### src/rtl/prog_loader_if.sv
// Host-side word stream into the program loader: valid/ready handshake with a last-word marker.
interface prog_loader_if #(
  parameter int BIT_DATA = 16
);
  logic                s_valid;
  logic                s_ready;
  logic [BIT_DATA-1:0] s_data;
  logic                s_last;

  modport master (output s_valid, output s_data, output s_last, input s_ready);
  modport slave  (input s_valid, input s_data, input s_last, output s_ready);
endinterface

### src/rtl/prog_loader.sv
// Replays a host word stream into the cpu instruction-load port as
// interrupt / {LD_OP, addr} / word / exit-marker sequences.
module prog_loader #(
  parameter int              BIT_INST = 16,
  parameter int              BIT_DATA = 16,
  parameter int              OP_W     = 4,
  parameter logic [OP_W-1:0] LD_OP    = 4'hE,
  parameter int              ADDR_W   = 4,
  parameter int              SZA_INS  = 16,
  parameter int              HOLD     = 4
) (
  input  logic                clock,
  input  logic                reset,
  prog_loader_if.slave        host,
  input  logic                abort,
  output logic                interrupt,
  output logic [BIT_INST-1:0] io_inst,
  output logic [BIT_DATA-1:0] io_din,
  output logic                busy,
  output logic                done,
  output logic [ADDR_W:0]     count,
  output logic                err
);

  localparam int                PH_W      = $clog2(HOLD) + 1;
  localparam logic [PH_W-1:0]   PH_LAST   = PH_W'(HOLD - 1);
  localparam logic [ADDR_W-1:0] ADDR_LAST = ADDR_W'(SZA_INS - 1);

  typedef enum logic [2:0] {IDLE, ADDR, DATA, WAIT, EXIT} state_t;

  state_t              state, state_n;
  logic [PH_W-1:0]     ph, ph_n;
  logic [ADDR_W-1:0]   addr, addr_n;
  logic [BIT_DATA-1:0] word, word_n;
  logic                last, last_n;
  logic                interrupt_n;
  logic [BIT_INST-1:0] io_inst_n;
  logic [BIT_DATA-1:0] io_din_n;
  logic                done_n;
  logic [ADDR_W:0]     count_n;
  logic                err_n;
  logic                xfer;
  logic                phase_end;

  function automatic logic [BIT_INST-1:0] ld_inst(input logic [ADDR_W-1:0] a);
    logic [BIT_INST-1:0] w;
    w = '0;
    w[BIT_INST-1 -: OP_W] = LD_OP;
    w[BIT_INST-OP_W-1 -: ADDR_W] = a;
    return w;
  endfunction

  // abort in WAIT blocks the handshake so a simultaneous word is left with the host
  assign host.s_ready = (state == IDLE) || ((state == WAIT) && !abort);
  assign xfer         = host.s_valid && host.s_ready;
  assign phase_end    = (ph == PH_LAST);
  assign busy         = (state != IDLE);

  always_ff @(posedge clock or posedge reset) begin
    if (reset) begin
      state     <= IDLE;
      ph        <= '0;
      addr      <= '0;
      word      <= '0;
      last      <= 1'b0;
      interrupt <= 1'b0;
      io_inst   <= '0;
      io_din    <= '0;
      done      <= 1'b0;
      count     <= '0;
      err       <= 1'b0;
    end else begin
      state     <= state_n;
      ph        <= ph_n;
      addr      <= addr_n;
      word      <= word_n;
      last      <= last_n;
      interrupt <= interrupt_n;
      io_inst   <= io_inst_n;
      io_din    <= io_din_n;
      done      <= done_n;
      count     <= count_n;
      err       <= err_n;
    end
  end

  always_comb begin
    state_n     = state;
    ph_n        = ph;
    addr_n      = addr;
    word_n      = word;
    last_n      = last;
    interrupt_n = interrupt;
    io_inst_n   = io_inst;
    io_din_n    = io_din;
    done_n      = 1'b0;
    count_n     = count;
    err_n       = err;
    case (state)
      IDLE: begin
        if (xfer) begin
          state_n     = ADDR;
          ph_n        = '0;
          addr_n      = '0;
          word_n      = host.s_data;
          last_n      = host.s_last;
          interrupt_n = 1'b1;
          io_inst_n   = ld_inst('0);
          count_n     = {{ADDR_W{1'b0}}, 1'b1};
          err_n       = 1'b0;
        end
      end
      ADDR: begin
        if (phase_end) begin
          state_n  = DATA;
          ph_n     = '0;
          io_din_n = word;
        end else begin
          ph_n = ph + 1'b1;
        end
      end
      DATA: begin
        if (phase_end) begin
          ph_n = '0;
          // the last slot without an s_last marker ends the session as an overflow
          if (last || (addr == ADDR_LAST)) begin
            state_n   = EXIT;
            io_inst_n = '1;
            if (!last) err_n = 1'b1;
          end else begin
            state_n = WAIT;
          end
        end else begin
          ph_n = ph + 1'b1;
        end
      end
      WAIT: begin
        if (abort) begin
          state_n   = EXIT;
          ph_n      = '0;
          io_inst_n = '1;
        end else if (xfer) begin
          state_n   = ADDR;
          ph_n      = '0;
          addr_n    = addr + 1'b1;
          word_n    = host.s_data;
          last_n    = host.s_last;
          io_inst_n = ld_inst(addr + 1'b1);
          count_n   = count + 1'b1;
        end
      end
      EXIT: begin
        if (phase_end) begin
          state_n     = IDLE;
          ph_n        = '0;
          interrupt_n = 1'b0;
          io_inst_n   = '0;
          io_din_n    = '0;
          done_n      = 1'b1;
        end else begin
          ph_n = ph + 1'b1;
        end
      end
      default: state_n = IDLE;
    endcase
  end

endmodule
### src/flat_wrapper.sv
// flat-port wrapper written by rule: the top's interface ports become plain ports
module prog_loader_flat 
#(
  parameter int              BIT_INST = 16,
  parameter int              BIT_DATA = 16,
  parameter int              OP_W     = 4,
  parameter logic [OP_W-1:0] LD_OP    = 4'hE,
  parameter int              ADDR_W   = 4,
  parameter int              SZA_INS  = 16,
  parameter int              HOLD     = 4
)
  (clock, reset, abort, interrupt, io_inst, io_din, busy, done, count, err, host_s_valid, host_s_data, host_s_last, host_s_ready);
  prog_loader_if #(.BIT_DATA(BIT_DATA)) host_i ();
  input  logic clock;
  input  logic reset;
  input  logic abort;
  output logic interrupt;
  output logic [BIT_INST-1:0] io_inst;
  output logic [BIT_DATA-1:0] io_din;
  output logic busy;
  output logic done;
  output logic [ADDR_W:0] count;
  output logic err;
  input wire logic [$bits(host_i.s_valid)-1:0] host_s_valid;
  input wire logic [$bits(host_i.s_data)-1:0] host_s_data;
  input wire logic [$bits(host_i.s_last)-1:0] host_s_last;
  output wire logic [$bits(host_i.s_ready)-1:0] host_s_ready;
  assign host_i.s_valid = host_s_valid;
  assign host_i.s_data = host_s_data;
  assign host_i.s_last = host_s_last;
  assign host_s_ready = host_i.s_ready;
  prog_loader #(.BIT_INST(BIT_INST), .BIT_DATA(BIT_DATA), .OP_W(OP_W), .LD_OP(LD_OP), .ADDR_W(ADDR_W), .SZA_INS(SZA_INS), .HOLD(HOLD)) u_core (.clock(clock), .reset(reset), .host(host_i), .abort(abort), .interrupt(interrupt), .io_inst(io_inst), .io_din(io_din), .busy(busy), .done(done), .count(count), .err(err));
endmodule
### config.mk
export PLATFORM = sky130hd
export DESIGN_NAME = prog_loader_flat
export DESIGN_NICKNAME = d
export VERILOG_FILES = /design/src/rtl/prog_loader_if.sv /design/src/rtl/prog_loader.sv /design/src/flat_wrapper.sv
export SDC_FILE = /design/constraint.sdc
export NUM_CORES = 1
export LEC_CHECK = 0
export CORE_MARGIN = 3
export CORE_UTILIZATION = 31
export CTS_CLUSTER_DIAMETER = 60
export DETAILED_ROUTE_END_ITERATION = 10
export PLACE_DENSITY_LB_ADDON = 0.08
export SLEW_MARGIN = 20
export SYNTH_ARGS = -nofsm -noshare
export SYNTH_HDL_FRONTEND = slang
export SYNTH_SLANG_ARGS = --single-unit
### constraint.sdc
create_clock -name clock -period 1.8 [get_ports clock]
set_input_delay 0.27 -clock clock [delete_from_list [all_inputs] [get_ports clock]]
set_output_delay 0.27 -clock clock [all_outputs]
set_load 0.01 [all_outputs]
Figure 1. M3 wires (run 1).
Scale bar: 20 µm.
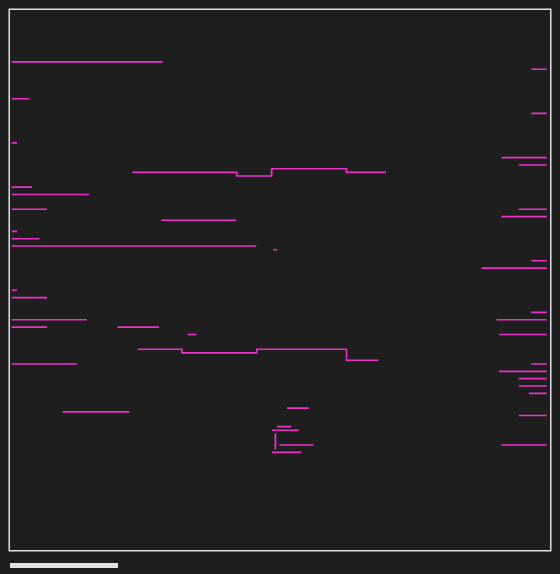
nets with wire on the layer	42
longest straight run	44.9 µm
main direction	horizontal
wire length on this layer	401 µm
share of all routed wire	6.4%
GR Util met3: 5.26%
sum of routed wire length over all layers: 6290 µm

Figure 2. Clock nets (run 1).
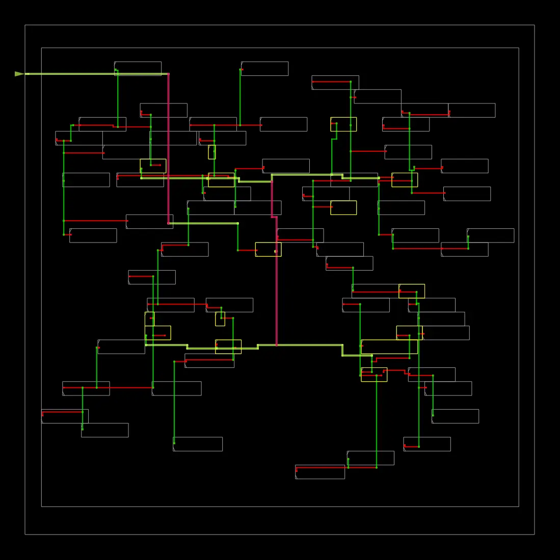
clock tree skew after final layout: 4.59 ps
power in the clock group: 1.19 mW
final sequential cell count: 57
clock insertion delay at the later pin of the skew report: 330 ps
tally of clock buffers in the finished layout: 12

Figure 3. Wire density map (run 1).
Scale bar: 20 µm. The die is cut into 20 by 20 equal tiles; dark blue is low, red is high, scaled to the fullest tile. Values are wire area over tile area, all layers added.
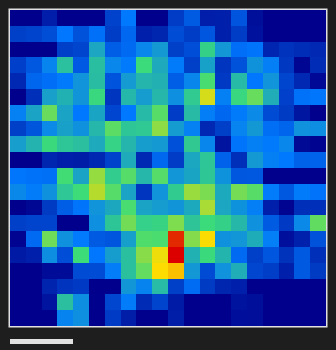
nearly empty tiles	18%
mean over tiles	0.10
fullest tile	0.43
tiles over half the peak	9.0%
average wire per cell in the routed design: 13.4 µm
overall via count from detail_route: 2168
total global routing track utilization: 13.6%

==> out/summary.txt, run 1 <==
Status: finished clean
Number of setup buffers added after CTS: 2
Initial antenna violation count: 0
Worst VDD drop: 0.000693 V
Worst slew margin relative to its limit: 75.9%
Count of final max-slew check failures: 0
Critical path's top delay family: flip-flops
Power of the combinational group: 2.75 mW
Slowest CP cell: dfrtp_2
Number of max-cap violations: 0
Post-Synthesis Cells: 286
CP max FO: 7
Post-place instance area: 3500 µm²
Mean area per synthesized cell: 9.51 µm²
Crit. End Element: output port
Fraction of met1 tracks used by global routing: 17.8%
Highest signal layer in the routed design: met4
Layout Utilization: 44.3%
Via count of the first global-routing pass: 2170
DRT iter0 DRCs: 121
Clk sinks: 57
Worst setup slack before clock tree synthesis: -91.5 ps
Largest net degree at the start of global routing: 33
Final setup fails: 0
RSZ-0062 raised after global routing: false
Post-layout period usage: 96.1%
Met2 layer wire length in the routed design: 2880 µm
Type of the setup path with the least slack: reg -> out
Critical path data arrival time: 1460 ps
Area taken by multi-input logic gates: 1100 µm²
Worst slack on hold paths: 223 ps
Count of tool warnings: 26
Synth Cell Area: 2720 µm²
First-pass GRT wire length: 10600 µm
Total inserted antenna cells: 0
Kind of launch point of the worst setup path: flop
Post-DP HPWL: 4590 µm
Pwr dens: 1630 nW/µm²
Leakage power: 1.73 nW
Depth of the CTS H-tree: 3
Clock transition time at the flip-flop clock pins of the worst setup and hold paths: 60 ps
Number of warnings printed during yosys synthesis: 0
Met1 Wirelength: 2940 µm
Timing endpoint of the critical path: busy
Actual slew at the worst max-slew pin: 360 ps
Figure 4. Cells colored by class (run 1).
Fill, decap, tap and diode cells in gray.
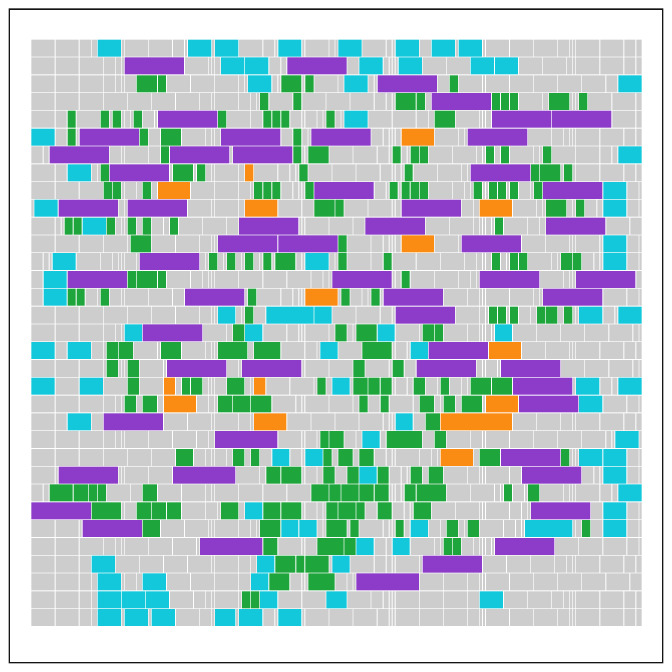

==> run 2, diff against run 1 <==
--- a/config.mk
+++ b/config.mk
@@ -10,6 +10,7 @@
 export CTS_CLUSTER_DIAMETER = 60
 export DETAILED_ROUTE_END_ITERATION = 10
 export PLACE_DENSITY_LB_ADDON = 0.08
+export SKIP_LAST_GASP = 1
 export SLEW_MARGIN = 20
 export SYNTH_ARGS = -nofsm -noshare
 export SYNTH_HDL_FRONTEND = slang
Figure 5. Cells colored by class (run 2).
Fill, decap, tap and diode cells in gray.
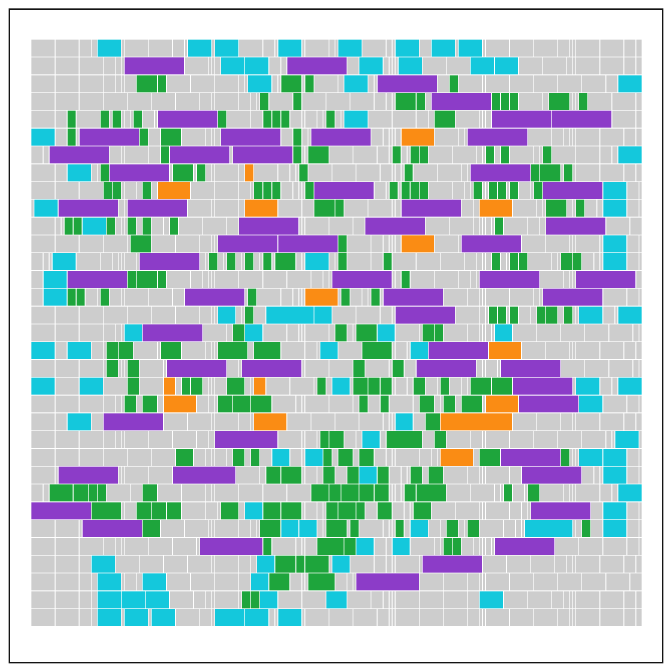
color	class	cells
orange	clock drivers and dummy loads	15
purple	flops	57
cyan	other buffers and delay cells	88
green	combinational and other logic	206

==> run 2 against run 1 <==
  * Sequential power about the same
  * Largest power group unchanged
  * Cell count stayed put
  * Combinational power barely moved
  * Highest routed layer unchanged
  * Hold slack is essentially flat
  * Sequential share of layout area about the same
  * Critical endpoint unchanged
  * Maximum frequency rose by 0.43%
  * Register-to-register slack about the same
  * Clock-buffer cell count is the same
  * Routed wire length down 0.11%
  * First-iteration DRC count shrank 1.7%
  * Global-route usage barely moved
==> out/summary.txt, run 2 <==
Critical path's top delay family: flip-flops
Sum of routed wire length over all layers: 6290 µm (-0.11%)
Leakage power: 1.74 nW (+0.58%)
GR Util met3: 5.26% (unchanged)
Pwr dens: 1630 nW/µm² (about the same)
Clock transition time at the flip-flop clock pins of the worst setup and hold paths: 60 ps (about the same)
Post-place instance area: 3500 µm² (unchanged)
Worst slack on hold paths: 223 ps (-0.0380 ps)
Slowest CP cell: dfrtp_2
Clock insertion delay at the later pin of the skew report: 330 ps (about the same)
Post-layout period usage: 95.7% (-0.42 points)
Via count of the first global-routing pass: 2174 (+0.18%)
Area taken by multi-input logic gates: 1090 µm² (-0.23%)
Met1 Wirelength: 2960 µm (+0.54%)
Count of final max-slew check failures: 0 (unchanged)
Count of tool warnings: 27 (+3.8%)
Clock tree skew after final layout: 4.49 ps (-0.0995 ps)
Overall via count from detail_route: 2170 (+0.092%)
Number of max-cap violations: 0 (unchanged)
Mean area per synthesized cell: 9.51 µm² (unchanged)
Total inserted antenna cells: 0 (unchanged)
Final setup fails: 0 (unchanged)
Critical path data arrival time: 1450 ps (about the same)
Depth of the CTS H-tree: 3 (unchanged)
Actual slew at the worst max-slew pin: 354 ps (-6.08 ps)
Fraction of met1 tracks used by global routing: 17.9% (+0.044 points)
Timing endpoint of the critical path: busy
Total global routing track utilization: 13.6% (+0.015 points)
Power of the combinational group: 2.75 mW (about the same)
DRT iter0 DRCs: 119 (-1.7%)
Average wire per cell in the routed design: 13.3 µm (-0.11%)
Clk sinks: 57 (unchanged)
Layout Utilization: 44.3% (about the same)
Number of setup buffers added after CTS: 2 (unchanged)
First-pass GRT wire length: 10600 µm (+0.13%)
RSZ-0062 raised after global routing: false
Type of the setup path with the least slack: reg -> out
Post-Synthesis Cells: 286 (unchanged)
Synth Cell Area: 2720 µm² (unchanged)
Status: finished clean
==> run 3, diff against run 2 <==
--- a/config.mk
+++ b/config.mk
@@ -11,7 +11,7 @@
 export DETAILED_ROUTE_END_ITERATION = 10
 export PLACE_DENSITY_LB_ADDON = 0.08
 export SKIP_LAST_GASP = 1
-export SLEW_MARGIN = 20
+export SLEW_MARGIN = 10
 export SYNTH_ARGS = -nofsm -noshare
 export SYNTH_HDL_FRONTEND = slang
 export SYNTH_SLANG_ARGS = --single-unit
Figure 6. Clock nets (run 3).
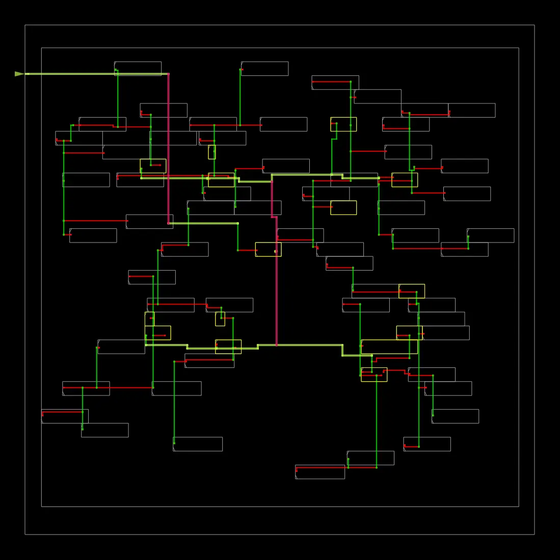
TritonCTS buffer count: 9
clock tree skew after final layout: 4.49 ps
clk sinks: 57

==> run 3 against run 2 <==
  * Critical path type unchanged
  * Maximum frequency unchanged
  * Die area did not move
  * Worst setup slack is the same
  * Largest power group unchanged
  * Highest routed layer unchanged
==> out/summary.txt, run 3 <==
Status: finished clean
Post-layout period usage: 95.7% (unchanged)
Type of the setup path with the least slack: reg -> out
Post-Synthesis Cells: 286 (unchanged)
Critical path's top delay family: flip-flops
Tally of clock buffers in the finished layout: 12
Actual slew at the worst max-slew pin: 354 ps (unchanged)
Clock transition time at the flip-flop clock pins of the worst setup and hold paths: 60 ps (about the same)
Multi-input combinational gate total: 201
Clock insertion delay at the later pin of the skew report: 330 ps (about the same)
Depth of the CTS H-tree: 3 (unchanged)
Pwr dens: 1630 nW/µm² (unchanged)
Leakage power: 1.74 nW (unchanged)
Number of max-cap violations: 0 (unchanged)
DRT iter0 DRCs: 119 (unchanged)
Timing endpoint of the critical path: busy
Post-place instance area: 3500 µm² (unchanged)
Power of the combinational group: 2.75 mW (about the same)
Layout Utilization: 44.3% (unchanged)
Flops out of synthesis: 57
Total global routing track utilization: 13.6% (unchanged)
Initial antenna violation count: 0
Slowest CP cell: dfrtp_2
First-pass GRT wire length: 10600 µm (unchanged)
Area taken by multi-input logic gates: 1090 µm² (unchanged)
Post-synthesis cell count from yosys: 286
Sum of routed wire length over all layers: 6290 µm (unchanged)
Worst slack on hold paths: 223 ps (unchanged)
Mean area per synthesized cell: 9.51 µm² (unchanged)
Final setup fails: 0 (unchanged)
GR Util met3: 5.26% (unchanged)
Critical path data arrival time: 1450 ps (about the same)
Number of setup buffers added after CTS: 2 (unchanged)
Synth Cell Area: 2720 µm² (unchanged)
Post-synthesis share of cell area spent on and, or, nand and nor gates: 22.5%
Met1 Wirelength: 2960 µm (unchanged)
Via count of the first global-routing pass: 2174 (unchanged)
Average wire per cell in the routed design: 13.3 µm (unchanged)
Fraction of met1 tracks used by global routing: 17.9% (unchanged)
Commonest cells after routing, fill and taps aside: nand2_1, clkdlybuf4s50_1, dfrtp_1
Power figures rest on the tool's default switching activity, not on a simulated workload.
